--- src/rtl/ifetch_sequencer.sv ---
// Scalar-unit fetch controller: owns the program counter, issues instruction-memory
// reads and qualifies the word that returns one cycle later.
module ifetch_sequencer #(
    parameter int ADDR_W = 10
) (
    input  logic              clock,
    input  logic              reset,
    input  logic              I_Start,
    input  logic [ADDR_W-1:0] I_Start_Addr,
    input  logic [ADDR_W-1:0] I_End_Addr,
    input  logic              I_Stall,
    input  logic              I_Branch,
    input  logic [ADDR_W-1:0] I_Branch_Addr,
    input  logic              I_End,
    output logic              O_IMem_Re,
    output logic [ADDR_W-1:0] O_IMem_Addr,
    output logic              O_Valid,
    output logic [ADDR_W-1:0] O_PC,
    output logic              O_Flush,
    output logic              O_Busy,
    output logic              O_Term
);

    typedef enum logic [1:0] {
        IDLE = 2'd0,
        RUN  = 2'd1,
        HOLD = 2'd2,
        TERM = 2'd3
    } state_t;

    localparam logic [ADDR_W-1:0] PC_ONE = ADDR_W'(1);

    state_t            state;
    state_t            state_next;
    logic [ADDR_W-1:0] pc;
    logic [ADDR_W-1:0] pc_next;
    logic [ADDR_W-1:0] end_addr;
    logic [ADDR_W-1:0] end_next;
    logic              issue;
    logic              flush;

    logic              vld_p1;
    logic [ADDR_W-1:0] pc_p1;

    // Modulo-2^ADDR_W increment; the program end is matched by equality,
    // so a program that wraps through zero is legal.
    function automatic logic [ADDR_W-1:0] pc_wrap_inc(input logic [ADDR_W-1:0] a);
        return a + PC_ONE;
    endfunction

    always_comb begin
        state_next = state;
        pc_next    = pc;
        end_next   = end_addr;
        issue      = 1'b0;
        flush      = 1'b0;
        unique case (state)
            IDLE: begin
                if (I_Start) begin
                    pc_next    = I_Start_Addr;
                    end_next   = I_End_Addr;
                    state_next = RUN;
                end
            end
            RUN: begin
                if (I_End) begin
                    state_next = TERM;
                end else if (I_Branch) begin
                    pc_next = I_Branch_Addr;
                    flush   = 1'b1;
                end else if (!I_Stall) begin
                    issue = 1'b1;
                    if (pc == end_addr) begin
                        state_next = HOLD;
                    end else begin
                        pc_next = pc_wrap_inc(pc);
                    end
                end
            end
            HOLD: begin
                // Last address already issued; wait for decode to see the end
                // or for execute to redirect us back into the program.
                if (I_End) begin
                    state_next = TERM;
                end else if (I_Branch) begin
                    pc_next    = I_Branch_Addr;
                    flush      = 1'b1;
                    state_next = RUN;
                end
            end
            TERM: begin
                state_next = IDLE;
            end
            default: begin
                state_next = IDLE;
            end
        endcase
    end

    always_ff @(posedge clock) begin
        if (reset) begin
            state    <= IDLE;
            pc       <= '0;
            end_addr <= '0;
        end else begin
            state    <= state_next;
            pc       <= pc_next;
            end_addr <= end_next;
        end
    end

    // Stage p1: memory returns the word addressed in the previous cycle.
    always_ff @(posedge clock) begin
        if (reset) begin
            vld_p1 <= 1'b0;
            pc_p1  <= '0;
        end else begin
            vld_p1 <= issue;
            if (issue) begin
                pc_p1 <= pc;
            end
        end
    end

    assign O_IMem_Re   = issue;
    assign O_IMem_Addr = pc;
    // A branch or end in the return cycle squashes the arriving word.
    assign O_Valid     = vld_p1 & ~I_Branch & ~I_End & ~reset;
    assign O_PC        = pc_p1;
    assign O_Flush     = flush;
    assign O_Busy      = (state != IDLE);
    assign O_Term      = (state == TERM);

endmodule

--- config.mk ---
export PLATFORM = sky130hd
export DESIGN_NAME = ifetch_sequencer
export DESIGN_NICKNAME = d
export VERILOG_FILES = /design/src/rtl/ifetch_sequencer.sv
export SDC_FILE = /design/constraint.sdc
export NUM_CORES = 1
export LEC_CHECK = 0
export CORE_ASPECT_RATIO = 2
export CORE_MARGIN = 1.5
export CORE_UTILIZATION = 42
export CTS_CLUSTER_DIAMETER = 40
export DETAILED_ROUTE_END_ITERATION = 8
export GPL_TIMING_DRIVEN = 1
export PLACE_DENSITY = 0.85
export SYNTH_ARGS = -nofsm -noshare
export SYNTH_HDL_FRONTEND = slang
export SYNTH_SLANG_ARGS = --single-unit
--- constraint.sdc ---
create_clock -name clock -period 1.9 [get_ports clock]
set_clock_uncertainty 0.15 [all_clocks]
set_input_delay 0.19 -clock clock [delete_from_list [all_inputs] [get_ports clock]]
set_output_delay 0.19 -clock clock [all_outputs]
set_load 0.02 [all_outputs]
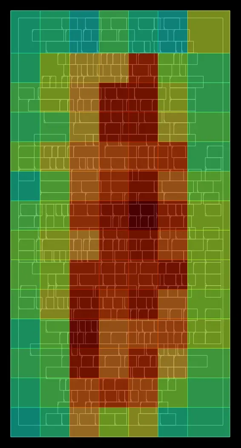
**Above:** run 1 (congestion heat map).
DR WL/cell: 17.19 µm
Final Core Density: 0.6967

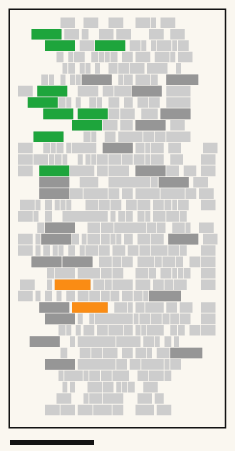
**Above:** run 1 (sequential cells coloured by netlist name).
Bar = 20 µm.
Key: orange = state [placed flops 2]; green = O_PC [placed flops 10, where top left]
Another 21 sequential cells are not coloured.

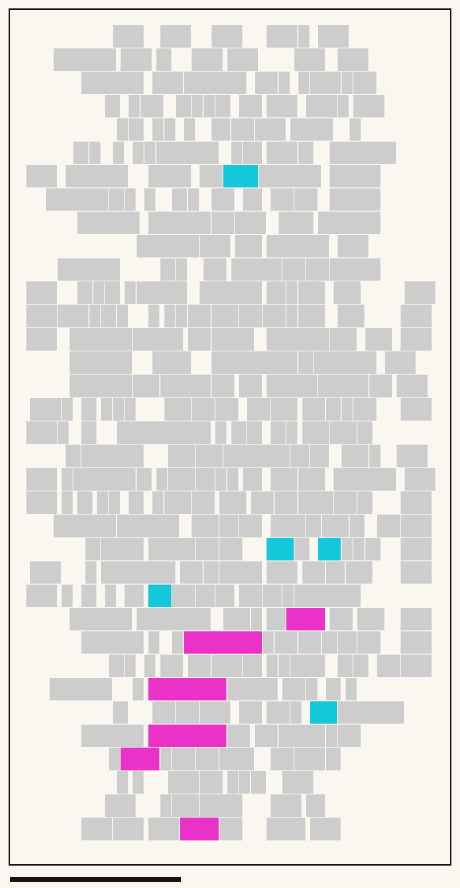
**Above:** run 1 (logic cells by family).
Bar = 20 µm.
Key: magenta = adder and majority cells [cells 6, where bottom middle]; cyan = AND-OR and OR-AND gates [cells 5]

==> results_dict.tcl, run 1 <==
# yosys + openroad results
set metrics [dict create \
    yosys_warnings 0 \
    layout_top_cells "55 x sky130_fd_sc_hd__clkdlybuf4s50_1, 52 x sky130_fd_sc_hd__nand2_1, 45 x sky130_fd_sc_hd__buf_4" \
    chipWidth_um 51.31 \
    cts_tree "done" \
    violations "negative setup slack" \
    status "finished, violations left" \
    timing_worst_slew_pin_value_ps 437.4 \
    n_antenna_cell 0 \
    slew_headroom 0.7084 \
    final_area_um2 3173 \
    min_period_ps 1992 \
    grt_max_degree 33 \
    cts-root-to-sink-buffers 2 \
    finalClockPeriodUsage 1.048 \
    place_worst_setup_slack_ps -317.1 \
    vias 2305 \
    ys_area_um2 1961 \
    worstSetupEndpointType "flip-flop" \
    whs_ps 292.5 \
    io_pins 61 \
    yosysUniqueCellTypes 44 \
    cp_required_ps 1940 \
    synthesis.instances 246 \
    drt_pre_antenna_iters 5 \
    ctsHoldBuffers 0 \
    postSynthNetCount 288 \
    final.setup.worst_slack_ps -91.87 \
    share_seq_of_total_power 0.233 \
    finish.net_count 388 \
    rsz_0062_raised_after_global_routing "true" \
    hold_path.class "input pin to flip-flop" \
    detail_route.wirelength_mm 6.912 \
    antenna_violating_nets_post_route 0 \
    max_freq_mhz 502.0 \
    cts_root_buf "sky130_fd_sc_hd__clkbuf_8" \
    synth-async-reset-ratio 0 \
    clock_edge_transition_at_the_registers_on_the_reported_setup_and_hold_paths_ps 80 \
    clock_sinks 33 \
    switching_share 0.4166 \
    setup_viol_count_final 10 \
    routed_via_density 5.734 \
    areaGrowthSynthToFinish_pct 61.84 \
    critical_path_arrival_ps 2030 \
    vias_in_the_first_global_route 2190 \
    power.density_nw_per_um2 1341 \
    clock_power_share 0.159 \
    static-leakage-power_nw 1.280 \
]
run 1: synthesized netlist by cell type, drive strengths merged (5+ instances only):
cell type / n / area, µm²
o211ai: 8 / 60.06
a221oi: 7 / 67.56
o21ai: 11 / 55.05
a21oi: 26 / 130.1
xnor2: 12 / 120.1
inv: 9 / 33.78
nand2: 52 / 195.2
o41ai: 6 / 97.59
ha: 6 / 75.07
dfxtp: 33 / 660.6
buf: 12 / 72.57
nor2: 16 / 60.06
clkbuf: 5 / 18.77
run 1: registers in the layout, indices dropped and copies added (netlist names):
name         cells
vld_p1           1
O_PC            10
state            2
end_addr        10
O_IMem_Addr     10
run 1: what timing repair did:
| action | in CTS | in global routing |
|---|---|---|
| setup endpoints to repair | 15 | 13 |
| pin swaps | 7 | 15 |
| buffers inserted | 4 | 3 |
| hold endpoints to repair | 0 | 0 |
| gates resized | 27 | 15 |
| cloned | 0 | 0 |
run 1: critical path: stages, from the launching register on:
cell,delay (ps)
sky130_fd_sc_hd__dfxtp_4,390
sky130_fd_sc_hd__clkinvlp_4,150
sky130_fd_sc_hd__ha_4,210
sky130_fd_sc_hd__buf_6,130
sky130_fd_sc_hd__a211o_1,350
sky130_fd_sc_hd__nor2_2,130
sky130_fd_sc_hd__a41oi_2,100
sky130_fd_sc_hd__o221a_1,260
run 1: routing by layer:
layer	track usage	vias up	wire length [µm]
li1	-	1059	-
met1	0.2643	1084	2294
met2	0.4825	124	3739
met3	0.02703	38	417
met4	0.1700	0	461
met5	0	-	0
run 1: cell type report:
class | instances | area (µm²) | share of cell area
Multi-Input combinational cell | 187 | 1295 | 0.4081
Timing Repair Buffer | 110 | 984.7 | 0.3103
Sequential cell | 33 | 671.9 | 0.2118
Clock buffer | 5 | 68.82 | 0.02169
Tap cell | 55 | 68.82 | 0.02169
Clock inverter | 3 | 46.29 | 0.01459
Inverter | 9 | 37.54 | 0.01183
run 1: worst paths after layout:
kind,slack [ps],depth (start not counted),to,start
max reg2reg,-90,7,O_IMem_Addr[9],state[0]
min reg2reg,310,2,O_PC[1],O_PC[1]
min,290,3,end_addr[2],I_End_Addr[2]
max,-90,7,O_IMem_Addr[9],state[0]
run 1: logic make-up (layout without fill, tap and decap cells):
| kind of cell | after synthesis | count (layout) | synth area share |
|---|---|---|---|
| AOI/OAI and AO/OA | 69 | 69 | 0.2527 |
| xor gates and xnor gates | 16 | 16 | 0.07913 |
| and+or+nand+nor | 95 | 95 | 0.2240 |
| buffers and inverters | 26 | 127 | 0.06382 |
| muxes | 1 | 1 | 0.005106 |
| adders and majority gates | 6 | 6 | 0.03829 |
| DFF | 33 | 33 | 0.3369 |
run 1: through the flow:
stage,setup TNS [ps],std cells
4_1_cts,0,399
5_1_grt,-1081,402
2_1_floorplan,-27.44,246
6_report,-505.5,402
3_5_place_dp,-3156,387
3_3_place_gp,-2442,387
run 1: power by group through the flow:
stage / combinational [W] / clock [W] / sequential (W)
after CTS: 0.00240 / 0.000687 / 0.000972
after global routing: 0.00273 / 0.000712 / 0.00100
after floorplan: 0.00128 / 0 / 0.00104
after detailed placement: 0.00217 / 0 / 0.000985
final: 0.00259 / 0.000679 / 0.000992
after global placement: 0.00212 / 0 / 0.000983
**Run 1: cells by drive strength**

Bar = 20 µm.
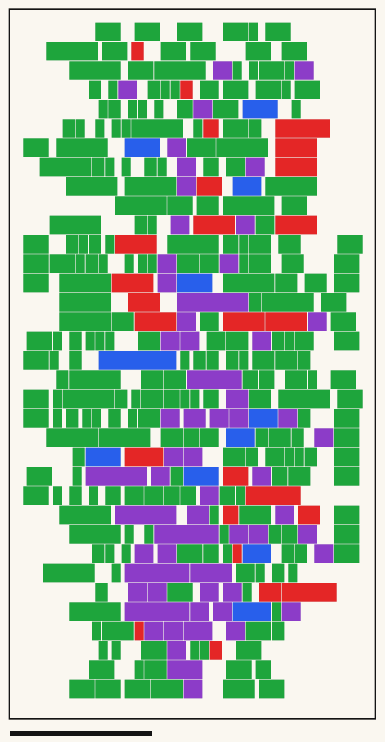

==> inputs of run 2 (changes only) <==
--- a/config.mk
+++ b/config.mk
@@ -11,7 +11,7 @@
 export CTS_CLUSTER_DIAMETER = 40
 export DETAILED_ROUTE_END_ITERATION = 8
 export GPL_TIMING_DRIVEN = 1
-export PLACE_DENSITY = 0.85
+export PLACE_DENSITY = 0.76
 export SYNTH_ARGS = -nofsm -noshare
 export SYNTH_HDL_FRONTEND = slang
 export SYNTH_SLANG_ARGS = --single-unit
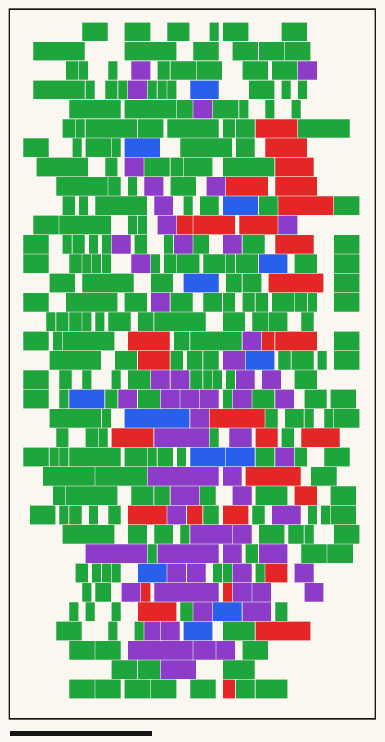
**Above:** run 2 (cells by drive strength).
Bar = 20 µm.
Key: blue = _6 and larger [cells 13, share 3.7%]; purple = _3 and _4 cells [cells 60, share 17%]; green = _0 and _1 cells [cells 244, share 70%]; red = _2 cells [cells 30, share 8.6%]
setup ws final: -12.68 ps
Signal buffers: 110

==> results_dict.tcl, run 2 <==
# yosys + openroad results
set metrics [dict create \
    finalClockPeriodUsage 1.007 \
    cp_required_ps 1960 \
    met2RoutedLength_mm 3.712 \
    chipWidth_um 51.31 \
    routed-wl-met3_um 367 \
    cts-root-to-sink-buffers 2 \
    switching_share 0.4204 \
    hold_depth 3 \
    critical_path.reg2reg.startpoint "state[1]" \
    yosysUniqueCellTypes 44 \
    setup_viol_count_final 2 \
    finish.net_count 388 \
    cts_root_buf "sky130_fd_sc_hd__clkbuf_8" \
    worstRegToRegCells 9 \
    areaGrowthSynthToFinish_pct 63.24 \
    cp-startpoint "state[1]" \
    slew_headroom 0.7326 \
    critical_path.max_stage_delay_ps 360 \
    static-leakage-power_nw 1.299 \
    violations "negative setup slack" \
    hold_path.class "input pin to flip-flop" \
    rr_endpoint "state[0]" \
    antenna_violating_nets_post_route 0 \
    synthXorXnorAreaFrac 0.07913 \
    io_pins 61 \
    yosys.area_share.simple 0.2240 \
    final_area_um2 3201 \
    ctsHoldBuffers 0 \
    clock_power_share 0.148 \
    vias_in_the_first_global_route 2214 \
    synth.largest_area_cell "sky130_fd_sc_hd__dfxtp_1" \
    synthesis.instances 246 \
    routed_via_density 5.637 \
    timing_worst_slew_pin_value_ps 401.1 \
    routed_wire_length_per_instance_um 16.85 \
    worstSetupEndpointType "flip-flop" \
    worst_setup_path_endpoint "state[0]" \
    top_layer_used "met4" \
    post-synth-top-area-fraction 0.3369 \
    route.layer.met1.wl_mm 2.277 \
    power.density_nw_per_um2 1337 \
    topCellsByArea "sky130_fd_sc_hd__dfxtp_1 34%, sky130_fd_sc_hd__nand2_1 10%, sky130_fd_sc_hd__a21oi_1 6.6%" \
    finalNonFillerCells 402 \
    max_freq_mhz 522.8 \
    status "finished, violations left" \
    critical_path.cell_chain "inv_4 -> ha_4 -> buf_6 -> buf_4 -> inv_1 -> nor2_1 -> o41ai_4 -> and3_1 -> a221oi_2" \
    synth-async-reset-ratio 0 \
    crit_slowest_cell "sky130_fd_sc_hd__dfxtp_4" \
    final.setup.worst_slack_ps -12.68 \
    synth.mux.area_fraction 0.005105 \
    clock_edge_transition_at_the_registers_on_the_reported_setup_and_hold_paths_ps 80 \
    ys_area_um2 1961 \
    topCombFamilyByArea "AND-OR/OR-AND gates" \
    post-place-cells 386 \
    critical_path_arrival_ps 1970 \
]
## run 2: cell counts after synthesis
No cell type changed its count.
## run 2: per-stage QoR
step | setup WS [ps] | utilization | hold WS (ps) | setup TNS [ps]
CTS | 0.07327 | 0.6698 | 288.3 | 0
global placement | -298.3 | 0.6371 | 294.7 | -2472
global route | -117.9 | 0.7027 | 306.1 | -622.8
detailed placement | -319.5 | 0.6371 | 299.2 | -2886
finish | -12.68 | 0.7027 | 290.6 | -13.98
floorplan | -6.861 | - | 140.8 | -27.44
## run 2: layout make-up
class	count	area (µm²)
repair buffers	110	992.2
fillers	363	1354
multi-input cells	187	1319
clock buffers	6	93.84
inverters	9	36.28
clock inverters	2	16.27
flip-flops and latches	33	674.4
well taps	55	68.82
## run 2: critical path, delay by kind of cell, from the launching register on
kind            cells  cell delay [ps]
fa+ha+maj           1              140
flops               1              360
compound gates      2              360
buf+inv             4              390
simple gates        2              440
## run 2: worst min-delay path by stage
stage	from	end	slack (ps)
floorplan	reset	O_IMem_Addr[3]	140
global placement	O_PC[6]	O_PC[6]	290
detailed placement	O_PC[4]	O_PC[4]	300
CTS	I_End_Addr[7]	end_addr[7]	290
global route	I_End_Addr[5]	end_addr[5]	310
finish	I_End_Addr[7]	end_addr[7]	290
## run 2: timing repair
action                     CTS  global route
gates cloned                 0             1
gates resized               21            27
setup buffers                2             5
pin swaps                    1            10
setup endpoints to repair   15            13
## run 2: power by group through the flow
stage	registers [W]	logic, W	clock network (W)
2_1_floorplan	0.00104	0.00128	0
3_3_place_gp	0.000987	0.00214	0
3_5_place_dp	0.000988	0.00218	0
4_1_cts	0.000979	0.00228	0.000634
5_1_grt	0.00100	0.00284	0.000672
6_report	0.000994	0.00265	0.000635
## run 2: metal layers
| layer | track usage | up-vias |
|---|---|---|
| met5 | 0 | - |
| met4 | 0.1842 | 0 |
| met3 | 0.04655 | 37 |
| met2 | 0.4735 | 106 |
| met1 | 0.2787 | 1061 |
| li1 | - | 1062 |
## run 2: logic make-up after synthesis
logic type,count (synthesis)
and+or+nand+nor,95
DFF,33
xor gates and xnor gates,16
buffers and inverters,26
muxes,1
AOI/OAI and AO/OA,69
adders and majority gates,6
**Run 2: logic cells by family**

Bar = 20 µm.
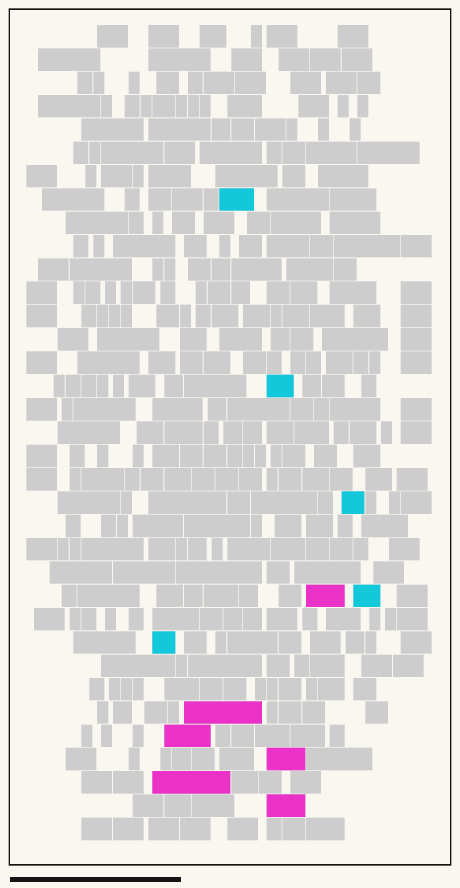

==> inputs of run 3 (changes only) <==
--- a/config.mk
+++ b/config.mk
@@ -10,6 +10,7 @@
 export CORE_UTILIZATION = 42
 export CTS_CLUSTER_DIAMETER = 40
 export DETAILED_ROUTE_END_ITERATION = 8
+export GPL_ROUTABILITY_DRIVEN = 0
 export GPL_TIMING_DRIVEN = 1
 export PLACE_DENSITY = 0.76
 export SYNTH_ARGS = -nofsm -noshare
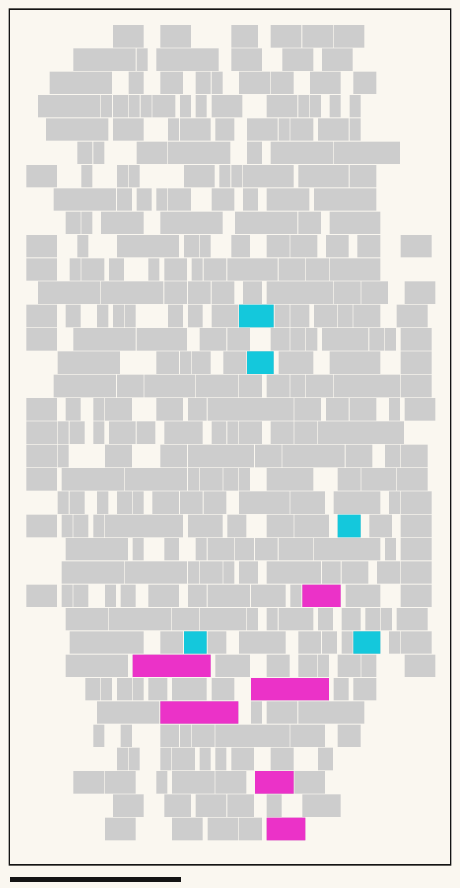
**Above:** run 3 (logic cells by family).
Bar = 20 µm.
Key: magenta = adder and majority cells [cells 6]; cyan = AND-OR and OR-AND gates [cells 5]

==> results_dict.tcl, run 3 <==
# yosys + openroad results
set metrics [dict create \
    static-leakage-power_nw 1.298 \
    rsz_0062_raised_after_global_routing "true" \
    cp_required_ps 1950 \
    final.setup.worst_slack_ps -11.53 \
    core_um2 4554 \
    switching_share 0.4131 \
    antenna_violating_nets_post_route 0 \
    min_period_ps 1912 \
    slew_headroom 0.7306 \
    setup_viol_count_final 1 \
    ys_area_um2 1961 \
    finish.net_count 386 \
    ctsHoldBuffers 0 \
    multiInputGateArea_um2 1323 \
    timing.final.hold_violations 0 \
    final_area_um2 3231 \
    number_of_antenna_violations_at_the_first_check_in_global_routing 0 \
    max_freq_mhz 523.1 \
    fp.dieH_um 99.63 \
    cts_inserted_buffers 5 \
    areaGrowthSynthToFinish_pct 64.77 \
    status "finished, violations left" \
    topCellsByArea "sky130_fd_sc_hd__dfxtp_1 34%, sky130_fd_sc_hd__nand2_1 10%, sky130_fd_sc_hd__a21oi_1 6.6%" \
    share_seq_of_total_power 0.226 \
    critical_path_arrival_ps 1960 \
    timing_worst_slew_pin_value_ps 404.1 \
    timing_worst_setup_path_type "input pin to flip-flop" \
    fillers 374 \
    clock_insertion_delay_worst_skew_ps 290 \
    clock_power_share 0.142 \
    n_antenna_cell 0 \
    synth.largest_area_cell "sky130_fd_sc_hd__dfxtp_1" \
    yosysUniqueCellTypes 44 \
    synth_top_cell_by_count "sky130_fd_sc_hd__nand2_1" \
    cts-root-to-sink-buffers 2 \
    worstSetupEndpointType "flip-flop" \
    power.density_nw_per_um2 1362 \
    flop_area_um2 674.4 \
    whs_ps 283.5 \
    drt_pre_antenna_iters 4 \
    routed_via_density 5.613 \
    grt_max_degree 33 \
    violations "negative setup slack" \
    cts_root_buf "sky130_fd_sc_hd__clkbuf_8" \
    place_worst_setup_slack_ps -294.7 \
    vias_in_the_first_global_route 2284 \
    hold_path.class "input pin to flip-flop" \
    synth-async-reset-ratio 0 \
    clock_edge_transition_at_the_registers_on_the_reported_setup_and_hold_paths_ps 70 \
    finalClockPeriodUsage 1.006 \
    routed_wire_length_per_instance_um 16.92 \
    io_pins 61 \
    post-synth-top-area-fraction 0.3369 \
    flop_cell "sky130_fd_sc_hd__dfxtp_1" \
    synthTopCellsByCount "52 x sky130_fd_sc_hd__nand2_1, 33 x sky130_fd_sc_hd__dfxtp_1, 26 x sky130_fd_sc_hd__a21oi_1" \
    chipWidth_um 51.31 \
    synthesis.instances 246 \
    critPathMaxFanout 5 \
    synth_stat.cells 246 \
    depth_of_the_cts_h_tree 2 \
    cts_tree "done" \
]
## run 3: cell counts after synthesis
Identical to the previous run, type by type.
## run 3: layout make-up
cell class,instances,area share
inverter,9,0.01123
timing repair buffer,108,0.3153
clock inverter,2,0.005035
tap,55,0.02130
clock buffer,6,0.02905
sequential,33,0.2088
multi-input combinational,187,0.4094
## run 3: cells by family after synthesis
group                      count (synthesis)  synth area share
muxes                                      1          0.005106
DFF                                       33            0.3369
and+or+nand+nor                           95            0.2240
AOI/OAI and AO/OA                         69            0.2527
xor gates and xnor gates                  16           0.07913
adders and majority gates                  6           0.03829
buffers and inverters                     26           0.06382
## run 3: final timing paths
path	slack (ps)	to	cells past startpoint	from
min reg2reg	310	O_PC[3]	2	O_PC[3]
min	280	end_addr[3]	3	I_End_Addr[3]
max	-10	state[0]	6	I_Branch
max reg2reg	0	O_IMem_Addr[2]	9	state[1]
## run 3: critical path: stages
cell and delay (ps):
sky130_fd_sc_hd__clkdlybuf4s50_1 470, sky130_fd_sc_hd__buf_6 160, sky130_fd_sc_hd__or2_1 260, sky130_fd_sc_hd__o41ai_4 410, sky130_fd_sc_hd__o211ai_1 180, sky130_fd_sc_hd__a221oi_2 300
## run 3: what timing repair did
item	CTS	global route
setup endpoints to repair	15	16
pin swaps	9	10
gates cloned	1	0
endpoints found under the hold margin	0	0
resized	32	24
buffers inserted	1	4
## run 3: power groups by stage
stage	clock network (W)	registers, W	logic (W)
4_1_cts	0.000634	0.000982	0.00249
6_report	0.000626	0.000995	0.00278
2_1_floorplan	0	0.00104	0.00128
3_5_place_dp	0	0.000990	0.00218
5_1_grt	0.000663	0.00100	0.00296
3_3_place_gp	0	0.000988	0.00214
## run 3: routing by layer
layer	up-vias	wire (µm)	track usage
met5	-	0	0
met4	0	433	0.1781
met3	45	348	0.05255
met2	109	3678	0.5135
met1	1031	2308	0.2682
li1	1060	-	-
## run 3: per-stage QoR
step / setup TNS, ps / util / cells
after detailed placement: -3077 / 0.6371 / 386
final: -11.53 / 0.7093 / 400
after global placement: -2688 / 0.6371 / 386
after CTS: 0 / 0.6896 / 396
after floorplan: -27.44 / - / 246
after global routing: -497.4 / 0.7093 / 400
Power and IR drop assume default switching activity.
